==> config.mk <==
export PLATFORM = sky130hd
export DESIGN_NAME = jump_decision_bht
export DESIGN_NICKNAME = d
export VERILOG_FILES = /design/src/rtl/jump_decision_bht.sv
export SDC_FILE = /design/constraint.sdc
export NUM_CORES = 1
export LEC_CHECK = 0
export CORE_MARGIN = 3
export CORE_UTILIZATION = 60
export DETAILED_ROUTE_END_ITERATION = 7
export GPL_TIMING_DRIVEN = 0
export MAX_ROUTING_LAYER = met4
export PLACE_DENSITY = 0.95
export RECOVER_POWER = 50
export SYNTH_ARGS = -nofsm -noshare
export SYNTH_HDL_FRONTEND = slang
export SYNTH_SLANG_ARGS = --single-unit
==> constraint.sdc <==
create_clock -name clk -period 7 [get_ports clk]
set_input_delay 1.75 -clock clk [delete_from_list [all_inputs] [get_ports clk]]
set_output_delay 1.75 -clock clk [all_outputs]
set_load 0.005 [all_outputs]
Placed standard cells:
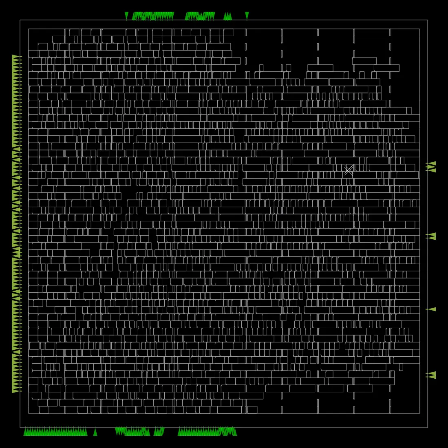
tap cells: 280
number of cells in the finished layout apart from fillers: 2134
fraction of the core area covered by cells at the end of the flow: 73.78%

Metal 3:
(2 px per um)
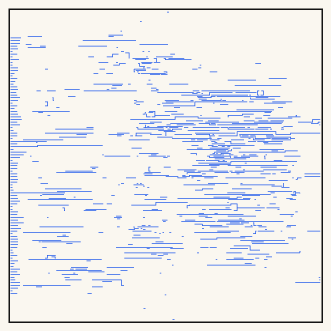
wire length on this layer: 3980 um
share of all routed wire: 8.9%
M3 GR Usage: 6.935%
number of vias after detailed routing: 14240
final wirelength: 44470 um

Cells coloured by class:
(2 px per um)
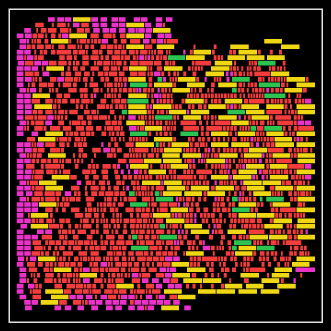
[green] clock drivers and dummy loads | cells: 32 | share of their area: 3.8%
[yellow] registers | cells: 162 | share of their area: 26%
[red] remaining logic cells | cells: 1410 | share of their area: 57%
[magenta] remaining buffers and delay cells | cells: 250 | share of their area: 13%
CORE AREA: 21960 sq um
flop share of the area: 25.52%
number of rows created at floorplan: 54

Signal wires by layer:
(2 px per um) Only two layers are drawn.
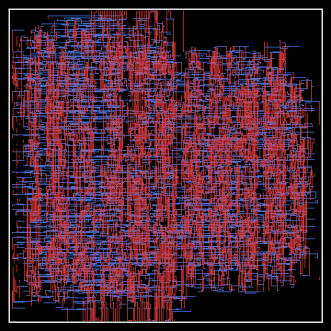
[blue] M1 | wire length: 16400 um
[red] M2 | wire length: 21.1 mm
overall routing resource usage: 37.55%
post-detailed-route wirelength per cell: 20.84 um

Sequential cells coloured by netlist name:
(4 px per um) Other sequential cells in the stronger grey, the rest of the logic in the fainter grey.
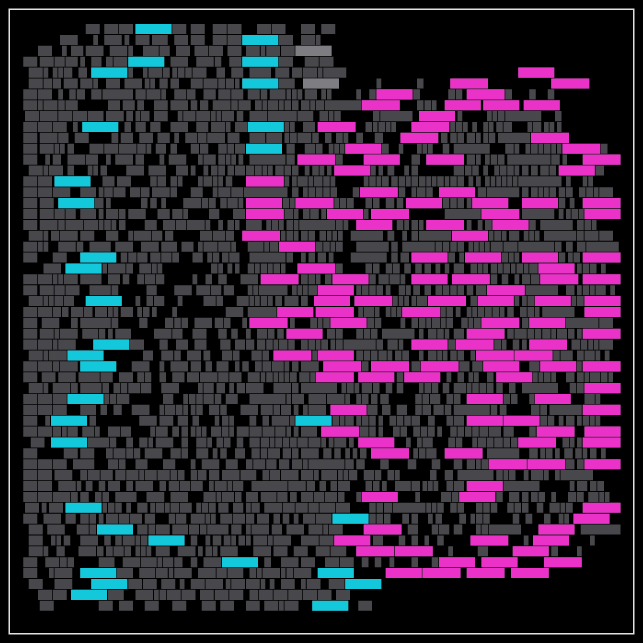
[magenta] `g_bht.cnt_reg` | flops: 128
[cyan] `redirect_pc` | flops: 32
not coloured: 2
flip-flop and latch area: 4134 sq um
power in sequential cells: 1100 uW

==> writeup.txt <==
The number of cells on the worst hold path was 2; the area of the mapped netlist was 13450 sq um. The reported max-cap violation count is 1, and the final total power is 3147 uW. The post-synthesis instance total was 1645.

Counting cells, the worst reg-to-reg path comes to 4. TritonCTS built the clock tree. The library cell appearing most often on the critical path is sky130_fd_sc_hd__mux4_2. The number of cells reported by Yosys stat comes to 1645. Sum of routed wire segments on met1: 16440 um. Nets still carrying antenna violations after routing amount to 0. The register with the most flip-flops in the layout has 128 of them.

Per the TritonCTS log, the buffer count is 17. The vertical die dimension is 155.7 um, and the iteration count of the initial detailed-routing pass is 8. The top layer reached by signal wires is met4.

The power report shows net switching accounting for 32.65% of the total. For reference, the final report shows the hold violation count at 0. Of all nets on the critical path, the largest fanout is 10. Global routing finished with a remaining overflow of 0. According to the timing report, the arrival time at the worst endpoint equals 5.04 ns. With the CTS sink count at 162, the mean cell area of the mapped netlist is 8.177 sq um. Setup repair after global routing left no endpoint under its margin. The run gives 0 for the number of endpoints failing setup at the final stage. The shortest period the worst path allows was 6.792 ns.

For the internal power, the log shows 2120 uW. The checks that failed: DRC, capacitance limit, slew limit. Clock network fraction of total power: 31.6%. During I/O placement, the number of pins put on the boundary was 206. After detailed routing, the met3 layer carries 3977 um of wire.

Entering global routing, the biggest net connects 83 pins. Insertion delay to the later sink of the worst-skew pair: 0.44 ns. Input and output buffers added on the ports amount to 176. Of all flip-flops after synthesis, the portion carrying an async set or reset was 100.0%.

The global-route wire length before repair was 71080 um. The script computed a power per unit cell area of 194.2 nW/um^2. According to the timing report, the data required time at the worst endpoint equals 5.25 ns. The run gives 35.0% as the power share of the sequential group. The floorplan step defined a die boundary enclosing 24250 sq um. The proportion of power drawn by combinational gates is 33.3%, and the post-detailed-placement half-perimeter wirelength is 33190 um. The width of the chip came out at 155.7 um. The most frequently used library cell after synthesis is sky130_fd_sc_hd__o21ai_0.

In the post-synthesis netlist, the biggest area contributors are sky130_fd_sc_hd__dfrtp_1 (18%), sky130_fd_sc_hd__dfstp_2 (13%), sky130_fd_sc_hd__ha_1 (9.0%). The fraction of synthesized cell area taken by the top area cell type is 18.23%. The commonest register cell is sky130_fd_sc_hd__dfrtp_1. The report puts the hold buffer count at CTS at 0.

The post-route netlist has 9.547% of its cells at a drive strength greater than 1. The yosys synthesis chip area is 13450 sq um, and the cell leakage power is 0.006541 uW. H-tree level count: 4.

The worst-case reg-to-reg setup slack stands at 5.87 ns. The run finished, with violations left. The count of instances resized after the clock tree is built is 2. With the met2 routed wirelength at 21110 um, the number of antenna repair diodes is 0.

On the worst setup and hold paths after CTS, the clock-pin slew comes to 0.07 ns. For reference, the top cells by count after synthesis are sky130_fd_sc_hd__o21ai_0 (230), sky130_fd_sc_hd__nand2_1 (176), sky130_fd_sc_hd__a21oi_1 (163), sky130_fd_sc_hd__nor2_1 (123), sky130_fd_sc_hd__inv_1 (99). The final timing summary puts the cycle share of the worst path at 97.03%. For the number of cells after detailed placement, the log shows 2102. Yosys mapped a number of flops with a built-in enable equal to 0. After the first detailed-routing iteration, the DRC count stood at 1375. For this run, the post-layout net count is 2111. The stage-log warning count is 55, and the initial antenna violation count is 0. At the pin with the least slew margin, the transition time is 4.628 ns.

The synthesized netlist contains 76 unique library cells. The total DRC errors in the routed layout was 2. With the effective utilization at floorplan at 61.26%, the worst-case clock skew is 0.005649 ns.

The share of the Yosys chip area taken by registers is 30.73%. Max-slew check failures listed in the final report amount to 81. The post-layout worst setup margin is 0.2077 ns. The via count of the first global-routing pass came out at 14160.
## worst max-delay path, delay by kind of cell
kind | cells | cell delay, ns
buf+inv | 3 | 1.68
mux | 3 | 1.61
## kinds of logic after synthesis
logic type / share of synthesized area (%)
multiplexers: 7.311
adder cells (fa/ha/maj): 9.394
AND/OR/NAND/NOR: 17.34
AND-OR/OR-AND: 24.63
flip-flops: 30.73
XOR/XNOR: 5.339
buffers and inverters: 5.255
## per-stage QoR
step                      TNS (ns)  hold slack, ns  cell area, sq um
after global placement     -252.15          0.4554             15560
after detailed placement  -0.01647          0.4627             15600
final                            0          0.4711             16200
after global routing             0          0.4895             16200
after CTS                        0          0.4713             16210
after floorplan                  0          0.4508             13450
## per-layer routing
layer	vias to the layer above	track usage, %
li1	6337	-
met1	6670	43.91
met2	940	60.20
met3	288	6.935
met4	0	22.92
met5	-	-
## cell usage in the layout (no fill, tap or decap), types with 8 or more instances in the layout
cell                              instances
sky130_fd_sc_hd__o21ai_0                230
sky130_fd_sc_hd__nand2_1                176
sky130_fd_sc_hd__a21oi_1                163
sky130_fd_sc_hd__clkdlybuf4s50_1        158
sky130_fd_sc_hd__nor2_1                 123
sky130_fd_sc_hd__inv_1                   99
sky130_fd_sc_hd__dfrtp_1                 98
sky130_fd_sc_hd__ha_1                    97
sky130_fd_sc_hd__dfstp_2                 64
sky130_fd_sc_hd__nand3_1                 58
sky130_fd_sc_hd__xnor2_1                 53
sky130_fd_sc_hd__clkbuf_1                39
sky130_fd_sc_hd__nand4_1                 30
sky130_fd_sc_hd__o211ai_1                29
sky130_fd_sc_hd__xor2_1                  29
sky130_fd_sc_hd__a211oi_1                28
sky130_fd_sc_hd__nand2b_1                25
sky130_fd_sc_hd__nor2b_1                 25
sky130_fd_sc_hd__mux4_2                  21
sky130_fd_sc_hd__a21o_1                  21
sky130_fd_sc_hd__nor3_1                  19
sky130_fd_sc_hd__buf_2                   19
sky130_fd_sc_hd__a31oi_1                 18
sky130_fd_sc_hd__mux2_1                  18
sky130_fd_sc_hd__clkbuf_16               17
sky130_fd_sc_hd__dlygate4sd3_1           17
sky130_fd_sc_hd__o21a_1                  14
sky130_fd_sc_hd__o31ai_1                 13
sky130_fd_sc_hd__and3_1                  12
sky130_fd_sc_hd__mux2i_1                 12
sky130_fd_sc_hd__buf_1                    8
sky130_fd_sc_hd__mux2_4                   8
## layout make-up
type,instances,area [sq um]
clock inverters,15,182.7
plain buffers,73,342.8
well taps,280,350.3
inverters,99,371.6
clock buffers,17,425.4
flip-flops and latches,162,4134
fillers,1553,5758
multi-input cells,1311,8611
repair buffers,177,1783
## power by group through the flow
stage / clock [uW] / sequential, uW / combinational, uW
floorplan: 0 / 1110 / 539
global route: 1030 / 1110 / 1120
global placement: 0 / 1110 / 1010
CTS: 987 / 1100 / 1050
detailed placement: 0 / 1120 / 1030
finish: 996 / 1100 / 1050
Power and IR drop assume default switching activity.
